Design draw_hp_bars_flat, sky130hd; sources not shown.
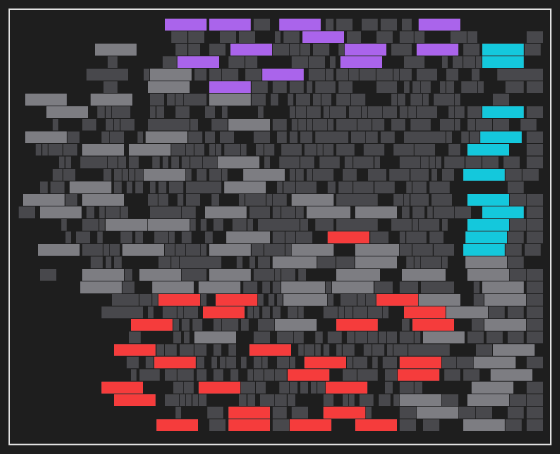
Run 1: sequential cells colored by netlist name
| color | netlist name | sequential cells |
|---|---|---|
| red | u_core.u_dog_hp.lock_q | 26 |
| purple | u_core.vga_out.rgb | 12 |
| cyan | u_core.vga_out.hcount | 11 |
register area: 0.00281 mm^2
flop share of the area: 39.2%
sequential power: 1.23 mW
Layout Utilization: 69.7%

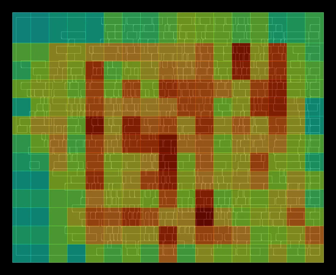
Run 1: routing congestion
GRT Util Overall: 24.8%
GRT Max-Usage Layer: met2
met3 usage: 5.22%
GR Util met1: 32.1%

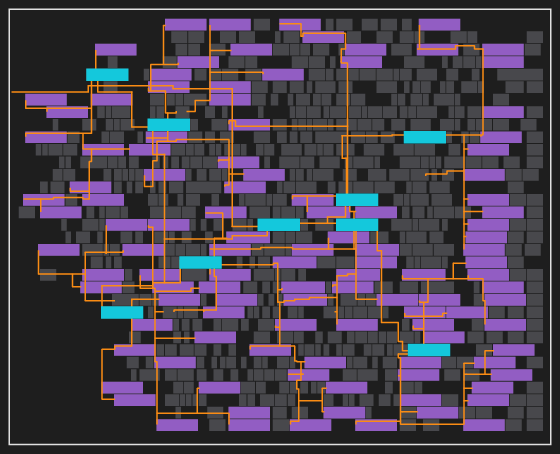
Run 1: clock wires, drivers and flops
[cyan] clock-net drivers | count: 9
[purple] flip-flops | count: 112
[orange] clock wires | length: 1300 um
routed clock nets: 10
flops lie: spread over the die
Worst Skew: 0.0116 ns
Clk. pwr: 0.689 mW
clock share of power: 20.4%
clk_lat worst skew: 0.36 ns

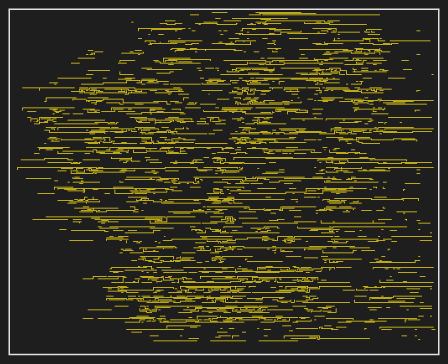
Run 1: the metal 1 layer
longest straight run: 32.7 um
wire length on this layer: 5830 um
main direction: horizontal
share of all routed wire: 45%
vias: 4486
Routed Wire Length: 12.9 mm

==> deck_impl_summary.md, run 1 <==
Synthesis and Place & Route Summary

Worst setup path
  • Crit Path Category: reg -> reg
  • CP required: ~5.6 ns
  • Top delay family on crit path: AND-OR/OR-AND gates
  • Crit-path max FO: 7
  • Crit-path slowest cell: fa_1

Run status
  • Status: complete, no violations

Timing
  • Final Cycle Share: 93.3%
  • # setup viols final: 0
  • Final Hold Fails: 0
  • RSZ-0062 raised after global routing: no

Cells and area
  • Non-Filler Instances: around 790
  • Fill cells: between 700 and 800
  • Ratio of cells with drive above 1 in the final layout: 7.95%

Global route
  • First-pass GRT wire length: 21.6 mm
  • Initial antenna violation count: 0
  • Met2 Usage GRT: about two fifths

Placed design
  • Global placement routability congestion: 0.873
  • Placed instance count: 778

Yosys
  • Dominant flop cell: dfrtp_1
  • Count leader, synth: dfrtp_1
  • Number of enable flip-flop cells: 0
  • Yosys top cell by area: dfrtp_1
  • Ys async rst share: 100%
  • Post-synth area hogs: dfrtp_1 (45%), ha_1 (8.3%), xnor2_1 (4.7%)
  • FF+latch count, synth: 112
  • Chip area in the Yosys report: between 0.005 and 0.006 mm^2

Power and ir drop
  • Sw Ratio: between 30% and 40%
  • Max IR drop VDD: approximately 0.23 mV

Drt
  • First-iteration detailed-routing DRC count: 246
  • Number of vias per cell: ~5.6

Clock tree
  • CTS root buf: clkbuf_16
  • H-tree depth: 3
  • Hold_buf cts: 0
[run 1: metal layers]
metal / part of all wire, % / routed length [um]
met4: 1.2 / 156
met1: 45 / 5830
met3: 5.7 / 732
met2: 48 / 6150
met5: 0 / 0
[run 1: stage by stage]
step | cell area, um^2 | total power [mW]
after floorplan | 5750 | 2.32
after global placement | 6830 | 2.61
after detailed placement | 6860 | 2.69
after CTS | 7160 | 3.39
after global routing | 7170 | 3.62
final | 7170 | 3.38
[run 1: cells by family after synthesis]
kind of cell	after synthesis	synth area share, %
xor gates and xnor gates	47	7.16
DFF	112	48.9
buffers and inverters	43	2.92
muxes	10	1.89
AOI/OAI and AO/OA	101	11.7
and+or+nand+nor	193	18.3
adders and majority gates	41	9.14
[run 1: placed cells by master, fill, tap and decap left out, drive strengths merged, types with 7 or more instances in the layout]
cell | netlist | routed
or4 | 12 | 12
a21o | 7 | 7
o21ai | 15 | 15
or3 | 13 | 13
dfrtp | 104 | 104
ha | 38 | 38
dfstp | 8 | 8
xor2 | 16 | 16
xnor2 | 31 | 31
nand2 | 25 | 25
mux2 | 7 | 7
nor2 | 57 | 57
a211oi | 7 | 7
inv | 31 | 35
a21oi | 35 | 35
clkbuf | 9 | 18
nor4 | 14 | 14
nor3 | 26 | 26
and2 | 7 | 7
clkdlybuf4s50 | 0 | 89
[run 1: power groups by stage]
stage | sequential, mW | clock (mW) | combinational, mW
finish | 1.23 | 0.689 | 1.47
global route | 1.25 | 0.728 | 1.63
CTS | 1.22 | 0.701 | 1.46
detailed placement | 1.24 | 0 | 1.45
global placement | 1.22 | 0 | 1.39
floorplan | 1.20 | 0 | 1.12
[run 1: layout make-up]
cell class                      count  area (um^2)  area share, %
Timing Repair Buffer               91          930           13.0
Tap cell                          140          175           2.44
Multi-Input combinational cell    392         2780           38.7
Inverter                           31          116           1.62
Buffer                             12         51.3          0.716
Clock buffer                        9          225           3.14
Clock inverter                      7         81.3           1.13
Sequential cell                   112         2810           39.2
[run 1: worst reg2reg max path: cells and delay by family (launching register included)]
family / cells / cell delay (ns)
AOI/OAI and AO/OA: 7 / 1.87
adders and majority gates: 5 / 1.69
DFF: 1 / 0.45
xor gates and xnor gates: 2 / 0.45
buffers and inverters: 1 / 0.22
and+or+nand+nor: 1 / 0.15
==> run 2, diff against run 1 <==
--- a/config.mk
+++ b/config.mk
@@ -10,7 +10,7 @@
 export CORE_UTILIZATION = 54
 export DETAILED_ROUTE_END_ITERATION = 10
 export GPL_TIMING_DRIVEN = 0
-export PLACE_DENSITY = 0.85
+export PLACE_DENSITY = 0.83
 export SLEW_MARGIN = 20
 export SYNTH_ARGS = -nofsm -noshare
 export SYNTH_HDL_FRONTEND = slang
==> deck_impl_summary.md, run 2 <==
Synthesis and Place & Route Summary

Run status
  • Status: complete, no violations

Drt
  • Number of vias per cell: about 5.8
  • Routed met1 length: between 5 and 6 mm
  • Highest routed layer: met4
  • First-iteration detailed-routing DRC count: between 200 and 300
  • Routed met3 length: between 600 and 700 um

Power and ir drop
  • Max IR drop VDD: between 0.3 and 0.4 mV

Cells and area
  • Non-Filler Instances: 794
  • Top Layout Cells: dfrtp_1 (104), clkdlybuf4s50_1 (89), nor2_1 (57)
  • Most common logic cell in the routed design: dfrtp_1

Placed design
  • Placed instance count: between 700 and 800
  • Global placement routability congestion: around 0.85

Worst setup path
  • Crit-path max FO: 7
  • Reg2reg setup slack: 0.29 ns
  • CP required: approximately 5.6 ns
  • Crit Path Category: reg -> reg

Global route
  • GRT Util Overall: around a quarter
  • Initial antenna violation count: 0
  • First-pass GRT wire length: about 21 mm

Clock tree
  • Clk_lat worst skew: 0.36 ns
  • H-tree depth: 3
  • Hold_buf cts: 0

Yosys
  • Ys async rst share: 100%
  • Dominant flop cell: dfrtp_1
  • FF+latch count, synth: around 110
  • Number of enable flip-flop cells: 0
  • Yosys top cell by area: dfrtp_1
  • Post-synth area hogs: dfrtp_1 (45%), ha_1 (8.3%), xnor2_1 (4.7%)

Timing
  • Final Hold Fails: 0
  • # setup viols final: 0
  • Worst Skew: 0.00910 ns
  • Final Cycle Share: 94.6%
  • RSZ-0062 raised after global routing: no
-- run 2: cell type report --
| cell class | instances | area [um^2] |
|---|---|---|
| Inverter | 31 | 116 |
| Clock buffer | 9 | 225 |
| Sequential cell | 112 | 2810 |
| Timing Repair Buffer | 91 | 930 |
| Fill cell | 737 | 3120 |
| Multi-Input combinational cell | 392 | 2780 |
| Clock inverter | 7 | 76.3 |
| Buffer | 12 | 51.3 |
| Tap cell | 140 | 175 |
-- run 2: cell families (layout without fill, tap and decap cells) --
family          after synthesis  after routing  synth area share (%)
flops                       112            112                  48.9
simple gates                193            193                  18.3
mux                          10             10                  1.89
compound gates              101            101                  11.7
buf+inv                      43            150                  2.92
fa+ha+maj                    41             41                  9.14
xor+xnor                     47             47                  7.16
-- run 2: through the flow --
| step | setup WS [ns] | cell area (um^2) | utilization (%) | total power [mW] |
|---|---|---|---|---|
| floorplan | 1.20 | 5750 | - | 2.32 |
| global placement | -0.612 | 6830 | 66.4 | 2.61 |
| detailed placement | 0.440 | 6860 | 66.7 | 2.69 |
| CTS | 0.376 | 7160 | 69.6 | 3.38 |
| global route | 0.00385 | 7160 | 69.7 | 3.61 |
| finish | 0.288 | 7160 | 69.7 | 3.38 |
-- run 2: metal layers --
metal  vias up  global-route usage [%]
met3        16                    4.85
met4         0                    7.47
met2       171                    40.8
met1      2248                    32.9
li1       2163                       -
met5         -                       0
-- run 2: report_power, final --
group          total (mW)  internal, mW  switching, mW
logic                1.48         0.663          0.817
clock network       0.668         0.334          0.335
registers            1.23          1.05          0.186
-- run 2: critical path, cell delays in order (launching register included) --
cell and delay, ns:
dfrtp_1 0.46, ha_1 0.27, o21ai_0 0.32, inv_1 0.24
ha_1 0.38, fa_1 0.56, or3b_2 0.51, o32ai_1 0.14
or2_2 0.18, xor2_1 0.18, ha_1 0.29, a2111oi_0 0.45
o21ai_0 0.17, o221ai_1 0.31, o32ai_1 0.23, a21o_1 0.21
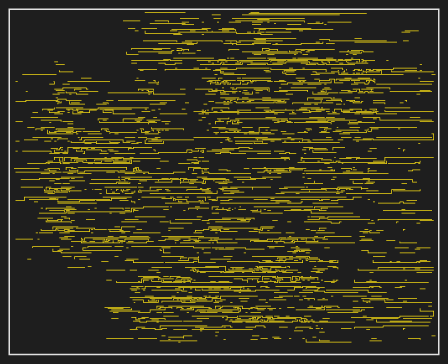
Run 2: the metal 1 layer
longest straight run: 35.4 um
share of all routed wire: 46%
main direction: horizontal
GR Util met1: 32.9%
Routed Wire Length: 13.1 mm
vias: 4598

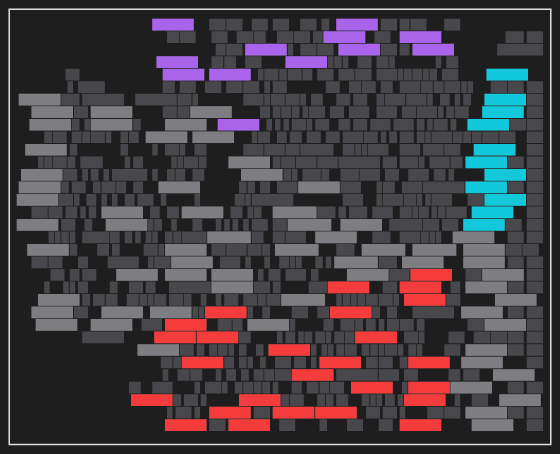
Run 2: sequential cells colored by netlist name
| color | netlist name | sequential cells |
|---|---|---|
| cyan | u_core.vga_out.hcount | 11 |
| red | u_core.u_dog_hp.lock_q | 26 |
| purple | u_core.vga_out.rgb | 12 |
not colored: 63
flop share of the area: 39.3%
Layout Utilization: 69.7%

No activity file was given, so power comes from the tool's default toggle rates.
